==> src/rtl/panel_scan_ctrl.sv <==
// LED-panel BCM scan controller: shifts one row of one bit-plane, latches it, then shows it
// for BASE_ON << plane clocks. Define LATCH_GUARD_EN to insert a one-cycle blanking guard after LATCH.
module panel_scan_ctrl #(
    parameter int unsigned BASE_ON = 4
) (
    input  logic       clk,
    input  logic       rst,
    input  logic       swap_req,
    output logic       swap_ack,
    output logic       display,
    output logic [2:0] row,
    output logic [5:0] col,
    output logic [2:0] plane,
    output logic       sclk,
    output logic       lat,
    output logic       oe_n,
    output logic       frame_start
);

    typedef enum logic [2:0] {
        SHIFT,
        BLANK,
        LATCH,
`ifdef LATCH_GUARD_EN
        GUARD,
`endif
        SHOW
    } state_t;

    state_t      state, state_n;
    logic        phase;
    logic [15:0] show_cnt;
    logic [15:0] show_len;
    logic        shift_done;
    logic        show_done;
    logic        frame_end;

    assign show_len = 16'(BASE_ON) << plane;

    // NOTE: every always_comb output gets a default first, so no path can infer a latch.
    always_comb begin
        state_n     = state;
        shift_done  = (state == SHIFT) && phase && (col == 6'd63);
        show_done   = (state == SHOW) && (show_cnt == show_len - 16'd1);
        frame_end   = show_done && (row == 3'd7) && (plane == 3'd7);

        case (state)
            SHIFT: if (shift_done) state_n = BLANK;
            BLANK: state_n = LATCH;
`ifdef LATCH_GUARD_EN
            LATCH: state_n = GUARD;
            GUARD: state_n = SHOW;
`else
            LATCH: state_n = SHOW;
`endif
            SHOW:  if (show_done) state_n = SHIFT;
            default: state_n = SHIFT;
        endcase

        // Panel strobes are gated by rst so an abort blanks the panel in the reset cycle itself.
        sclk        = (state == SHIFT) && phase && !rst;
        lat         = (state == LATCH) && !rst;
        oe_n        = (state != SHOW) || rst;
        frame_start = (state == SHIFT) && !phase && (col == 6'd0) &&
                      (row == 3'd0) && (plane == 3'd0) && !rst;
    end

    // NOTE: all sequential state uses non-blocking assignments so every register samples pre-edge values.
    always_ff @(posedge clk) begin
        if (rst) begin
            state    <= SHIFT;
            phase    <= 1'b0;
            col      <= 6'd0;
            row      <= 3'd0;
            plane    <= 3'd0;
            show_cnt <= 16'd0;
            display  <= 1'b0;
            swap_ack <= 1'b0;
        end else begin
            state    <= state_n;
            swap_ack <= frame_end && swap_req;
            if (frame_end && swap_req) display <= ~display;

            // Two clocks per column: data settles with sclk low, panel samples on sclk high.
            if (state == SHIFT) begin
                phase <= ~phase;
                if (phase) col <= col + 6'd1;
            end

            if (state == SHOW) begin
                if (show_done) begin
                    show_cnt <= 16'd0;
                    row      <= row + 3'd1;
                    if (row == 3'd7) plane <= plane + 3'd1;
                end else begin
                    show_cnt <= show_cnt + 16'd1;
                end
            end
        end
    end

endmodule

==> config.mk <==
export PLATFORM = sky130hd
export DESIGN_NAME = panel_scan_ctrl
export DESIGN_NICKNAME = d
export VERILOG_FILES = /design/src/rtl/panel_scan_ctrl.sv
export SDC_FILE = /design/constraint.sdc
export NUM_CORES = 1
export LEC_CHECK = 0
export CAP_MARGIN = 20
export CORE_MARGIN = 10
export CORE_UTILIZATION = 55
export CTS_CLUSTER_SIZE = 10
export DETAILED_ROUTE_END_ITERATION = 16
export GPL_TIMING_DRIVEN = 0
export PLACE_DENSITY = 0.78
export SETUP_SLACK_MARGIN = 0.4
export SLEW_MARGIN = 20
export SYNTH_ARGS = -nofsm -noshare
export SYNTH_HDL_FRONTEND = slang
export SYNTH_SLANG_ARGS = --single-unit
==> constraint.sdc <==
create_clock -name clk -period 3.7 [get_ports clk]
set_input_delay 1.11 -clock clk [delete_from_list [all_inputs] [get_ports clk]]
set_output_delay 1.11 -clock clk [all_outputs]
set_load 0.005 [all_outputs]
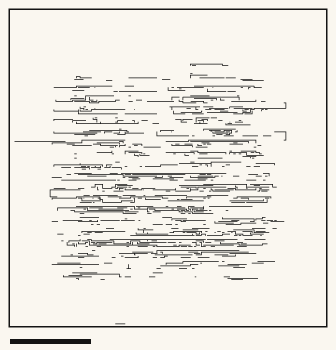
(run_1/m1.png)
Scale bar: 20 um.
nets with wire on the layer: 230
longest straight run: 25.8 um
vias after detailed routing: 1559
post-detailed-routing wire length: 4040 um
global-route met1 utilization: 0.168

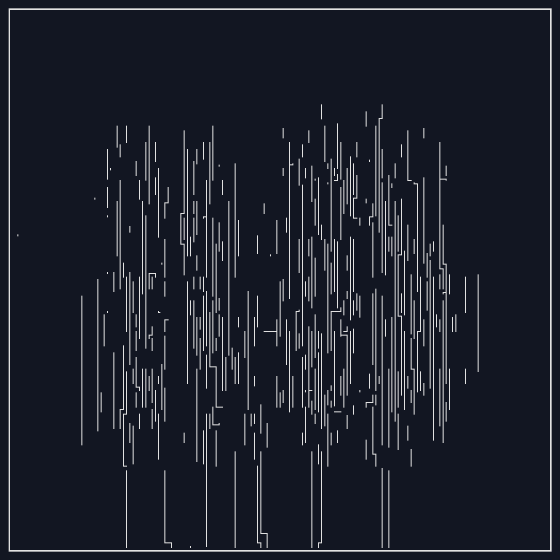
(run_1/m2.png)
share of all routed wire: 46%
wire length on this layer: 1860 um
nets with wire on the layer: 205
met2 layer usage reported by global route: 0.216

==> summary.txt, run 1 <==
flow finished, numbers: Hold Crit Start show_cnt[1]$_SDFFE_PP0N_, critical register-to-register path startpoint plane[0]$_SDFFE_PP0P_, required time worst endpoint between 2 and 3 ns, boundary pin count 21, sequential element share of the synthesized area 0.360, crit-path max FO 10, startpoint type of the worst setup path input pin, yosys warning tally 0, type of the most critical hold path flip-flop to flip-flop, first-pass iteration count of the detailed router 4, cell depth of the worst setup path 4, CP peak stage delay about 0.51 ns, pin count of the biggest net entering global routing 11, vias in the first global route around 1500, kind of capture point of the worst setup path output pin, Worst IR Drop VDD roughly 0.25 mV, CTS H-tree lvls 2, Area growth, synth to finish 19.2%, # port buffers 19, DRC 0, Max-slew headroom 0.618, cell row count 20, buffers from clock root to sink, at most 2, number of synthesized flops with an enable pin 0, fraction of post-synthesis cell area in the top cell type by area 0.360, critical path's top delay family buffers and inverters, Async SR Flop Fraction 0, Hold Path Sink show_cnt[1]$_SDFFE_PP0N_, Die W approximately 80 um, leading area contributor after synthesis dfxtp_1, result of the run finished clean, area of the chip a little over 6000 sq um, total of max-cap violations 0, count of inserted antenna diode cells 0, Clock Skew about 0.011 ns
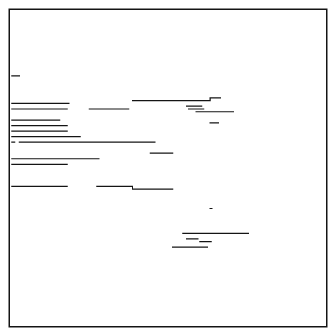
(run_1/m3.png)
main direction: horizontal
share of all routed wire: 6.8%

[run 1: synthesized netlist by cell type (2+ instances only)]
library cell	n
clkbuf_1	6
nor3_1	3
xnor2_1	11
dfxtp_1	33
and3_1	4
nor2b_1	4
nand3_1	13
nand2_1	12
nor4_1	5
buf_2	4
nor2_1	26
inv_1	12
mux2i_1	2
o21ai_0	4
ha_1	15
a21oi_1	10
xor2_1	14
nand4_1	7
a211oi_1	3
or4_1	2
nand2b_1	6
o31ai_1	3
[run 1: how the worst max path moves through the flow]
stage                     start  endpoint  slack [ns]
after detailed placement    rst      sclk       -0.20
final                       rst      oe_n        0.48
after global routing        rst      oe_n        0.43
after floorplan             rst      sclk        0.62
after CTS                   rst      sclk        0.24
after global placement      rst      sclk       -0.17
[run 1: power breakdown]
| group | switching [mW] | internal (mW) |
|---|---|---|
| registers | 0.0165 | 0.371 |
| clock network | 0.123 | 0.161 |
| logic | 0.0604 | 0.0570 |
| total | 0.200 | 0.589 |
[run 1: registers in the layout (all words and copies together) (netlist names)]
register / count
swap_ack: 1
state: 2
display: 1
col: 6
phase: 1
show_cnt: 16
plane: 3
row: 3
[run 1: cell type report]
type	instances	share of cell area
inverters	12	0.0206
plain buffers	10	0.0235
clock buffers	7	0.0252
clock inverters	1	0.0137
repair buffers	19	0.0859
flip-flops and latches	33	0.302
multi-input cells	161	0.503
well taps	44	0.0252
[run 1: logic make-up (layout without fill, tap and decap cells)]
| kind of cell | after synthesis | in the layout | share of synthesized area |
|---|---|---|---|
| flops | 33 | 33 | 0.360 |
| buf+inv | 22 | 49 | 0.0478 |
| xor+xnor | 25 | 25 | 0.119 |
| fa+ha+maj | 15 | 15 | 0.102 |
| simple gates | 90 | 90 | 0.258 |
| mux | 3 | 3 | 0.0171 |
| compound gates | 28 | 28 | 0.0949 |
[run 1: worst min-delay path: stages (launching register included)]
cell and delay (ns):
dfxtp_1 0.34, nand2_1 0.06, a21oi_1 0.05
[run 1: per-layer routing]
| metal | GRT usage | share of wire | wire length, um | up-vias |
|---|---|---|---|---|
| met2 | 0.216 | 0.46 | 1860 | 33 |
| li1 | - | - | - | 793 |
| met4 | 0.0493 | 0.018 | 73 | 0 |
| met3 | 0.0634 | 0.068 | 273 | 9 |
| met1 | 0.168 | 0.46 | 1840 | 724 |
| met5 | 0 | 0 | 0 | - |
[run 1: metrics by stage]
| step | cells | instance area, sq um | setup TNS (ns) | utilization | setup WS, ns |
|---|---|---|---|---|---|
| 2_1_floorplan | 216 | 1830 | 0 | - | 0.622 |
| 6_report | 287 | 2180 | 0 | 0.698 | 0.477 |
| 3_5_place_dp | 279 | 2080 | -0.198 | 0.664 | -0.198 |
| 3_3_place_gp | 279 | 2080 | -0.174 | 0.664 | -0.174 |
| 5_1_grt | 287 | 2180 | 0 | 0.698 | 0.433 |
| 4_1_cts | 287 | 2170 | 0 | 0.693 | 0.243 |
[run 1: timing repair]
action	4_1_cts	5_1_grt
cloned	0	0
endpoints found under the setup margin	4	13
gates resized	5	9
==> run_1/congestion_map.png <==
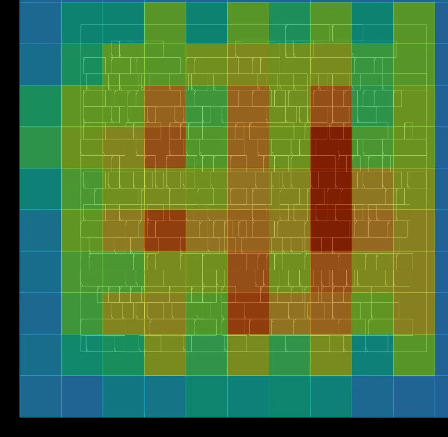

==> run 1 -> run 2 <==
--- a/config.mk
+++ b/config.mk
@@ -10,5 +10,4 @@
 export CORE_UTILIZATION = 55
-export CTS_CLUSTER_SIZE = 10
+export CTS_CLUSTER_SIZE = 8
 export DETAILED_ROUTE_END_ITERATION = 16
-export GPL_TIMING_DRIVEN = 0
 export PLACE_DENSITY = 0.78
==> constraint.sdc (replaced) <==
create_clock -name clk -period 3.7 [get_ports clk]
set_input_delay 0.37 -clock clk [delete_from_list [all_inputs] [get_ports clk]]
set_output_delay 0.37 -clock clk [all_outputs]
set_load 0.005 [all_outputs]
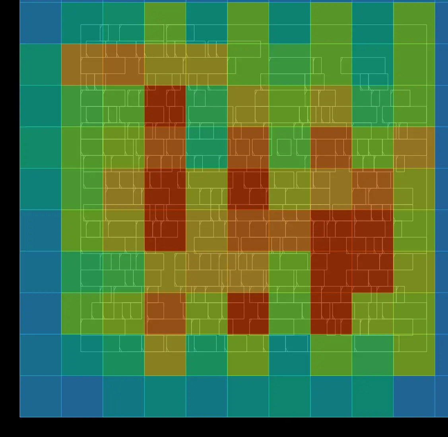
(run_2/congestion_map.png)
met2 layer usage reported by global route: 0.219
routed wirelength normalized by instance count: 14.2 um

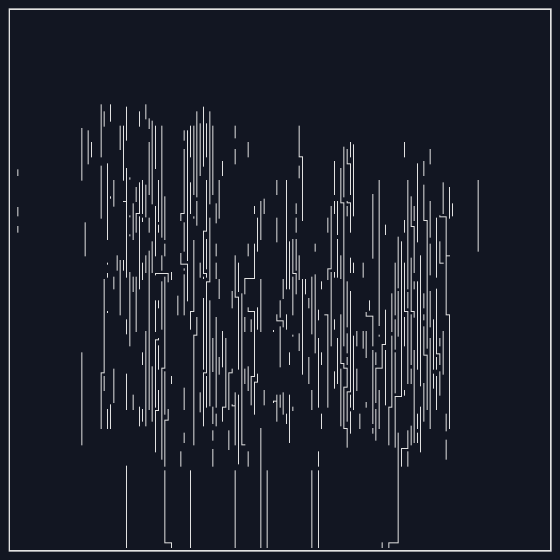
(run_2/m2.png)
longest straight run: 22.8 um
share of all routed wire: 48%
post-detailed-routing wire length: 3980 um
vias after detailed routing: 1537

==> run 2 against run 1 <==
Effect of this change: final cell count fell by 2.8%; synthesized area unchanged; clock-buffer cell count is the same; first-iteration DRC count decreased by 5.3%; clock skew decreased by 0.0067 ns; die size unchanged; global-route usage is essentially flat; critical path type is now flip-flop to flip-flop.
==> summary.txt, run 2 <==
flow finished, numbers: boundary pin count 21 (unchanged), number of synthesized flops with an enable pin 0 (unchanged), global-route met1 utilization 0.170 (was 0.168), type of the most critical hold path flip-flop to flip-flop (unchanged), sequential element share of the synthesized area 0.360 (unchanged), endpoint of the worst setup timing path state[0]$_SDFFE_PP0P_ (was oe_n), first-pass iteration count of the detailed router 4 (unchanged), internal power consumption 521 uW (was 589 uW), fraction of post-synthesis cell area in the top cell type by area 0.360 (unchanged), cell row count 20 (unchanged), relative contribution of combinational cells to total power 0.170 (was 0.149), global route hottest layer met2 (unchanged), buffers from clock root to sink, at most 2 (unchanged), Die W 77.7 um (unchanged), vias in the first global route 1558 (was 1495), DRC 0 (unchanged), critical path's top delay family simple AND/OR/NAND/NOR gates (was buffers and inverters), CP peak stage delay 0.71 ns (was 0.51 ns), required time worst endpoint 3.91 ns (was 2.59 ns), critical register-to-register path startpoint plane[1]$_SDFFE_PP0P_ (was plane[0]$_SDFFE_PP0P_), startpoint type of the worst setup path flip-flop (was input pin), library cell with the highest instance count after synthesis dfxtp_1 (unchanged), cell depth of the worst setup path 8 (was 4), result of the run finished clean (unchanged), kind of capture point of the worst setup path flip-flop (was output pin), most common library cells after synthesis dfxtp_1, nor2_1, ha_1 (unchanged), area of the chip 6040 sq um (unchanged), # port buffers 20 (was 19), Post-Route Setup TNS 0 ns (unchanged), number of flip-flops under the largest register name 16 (unchanged), Clock Skew 0.00452 ns (was 0.0113 ns), sequential cell fraction of total power 0.545 (was 0.491), CTS H-tree lvls 2 (unchanged), yosys warning tally 0 (unchanged), pin count of the biggest net entering global routing 26 (was 11), timing startpoint of the critical path plane[1]$_SDFFE_PP0P_ (was rst), switching pwr 193 uW (was 200 uW), fraction of power spent switching nets 0.270 (was 0.254)
run 2: area by class of cell:
type / count / area [sq um] / share of cell area
Tap cell: 44 / 55.1 / 0.0259
Timing Repair Buffer: 22 / 215 / 0.101
Clock buffer: 7 / 55.1 / 0.0259
Sequential cell: 33 / 661 / 0.311
Inverter: 12 / 45.0 / 0.0212
Multi-Input combinational cell: 161 / 1090 / 0.514
run 2: power groups by stage:
stage / sequential [mW] / combinational [mW] / clock (mW)
after global routing: 0.393 / 0.136 / 0.223
after CTS: 0.389 / 0.123 / 0.208
after detailed placement: 0.395 / 0.122 / 0
after global placement: 0.396 / 0.119 / 0
final: 0.389 / 0.121 / 0.204
after floorplan: 0.393 / 0.0725 / 0
run 2: worst reg2reg max path: cells and delay by family, from the launching register on:
kind                       cells  cell delay, ns
and+or+nand+nor                2            1.16
AOI/OAI and AO/OA              3            0.54
DFF                            1            0.53
adders and majority gates      2            0.48
muxes                          1            0.15
run 2: worst min path at each step:
stage | startpoint | endpoint | slack (ns) | cells past startpoint
2_1_floorplan | show_cnt[1]$_SDFFE_PP0N_ | show_cnt[1]$_SDFFE_PP0N_ | 0.46 | 2
3_3_place_gp | show_cnt[1]$_SDFFE_PP0N_ | show_cnt[1]$_SDFFE_PP0N_ | 0.48 | 2
3_5_place_dp | show_cnt[1]$_SDFFE_PP0N_ | show_cnt[1]$_SDFFE_PP0N_ | 0.48 | 2
4_1_cts | show_cnt[1]$_SDFFE_PP0N_ | show_cnt[1]$_SDFFE_PP0N_ | 0.49 | 2
5_1_grt | show_cnt[1]$_SDFFE_PP0N_ | show_cnt[1]$_SDFFE_PP0N_ | 0.51 | 2
6_report | show_cnt[1]$_SDFFE_PP0N_ | show_cnt[1]$_SDFFE_PP0N_ | 0.49 | 2
run 2: stage by stage:
stage	power, mW	hold slack, ns	instance area (sq um)	instances	worst slack, ns
3_5_place_dp	0.517	0.477	2060	272	0.722
5_1_grt	0.753	0.513	2120	279	0.493
2_1_floorplan	0.465	0.458	1830	216	1.03
6_report	0.714	0.489	2120	279	0.726
4_1_cts	0.720	0.491	2120	279	0.695
3_3_place_gp	0.515	0.475	2060	272	0.840
run 2: per-layer routing:
layer  up-vias  routed length [um]
met3         4                 226
met2        34                1900
met1       719                1790
met5         -                   0
met4         0                  57
li1        780                   -
run 2: kinds of logic (layout without fill, tap and decap cells):
kind of cell | count (synthesis) | after routing | synth area share
buffers and inverters | 22 | 41 | 0.0478
flip-flops | 33 | 33 | 0.360
XOR/XNOR | 25 | 25 | 0.119
adder cells (fa/ha/maj) | 15 | 15 | 0.102
multiplexers | 3 | 3 | 0.0171
AND-OR/OR-AND | 28 | 28 | 0.0949
AND/OR/NAND/NOR | 90 | 90 | 0.258
run 2: timing repair:
action	4_1_cts	5_1_grt
gates resized	0	1
endpoints found under the setup margin	0	1
hold buffers	0	0
Power is estimated from default activity; no workload was simulated.
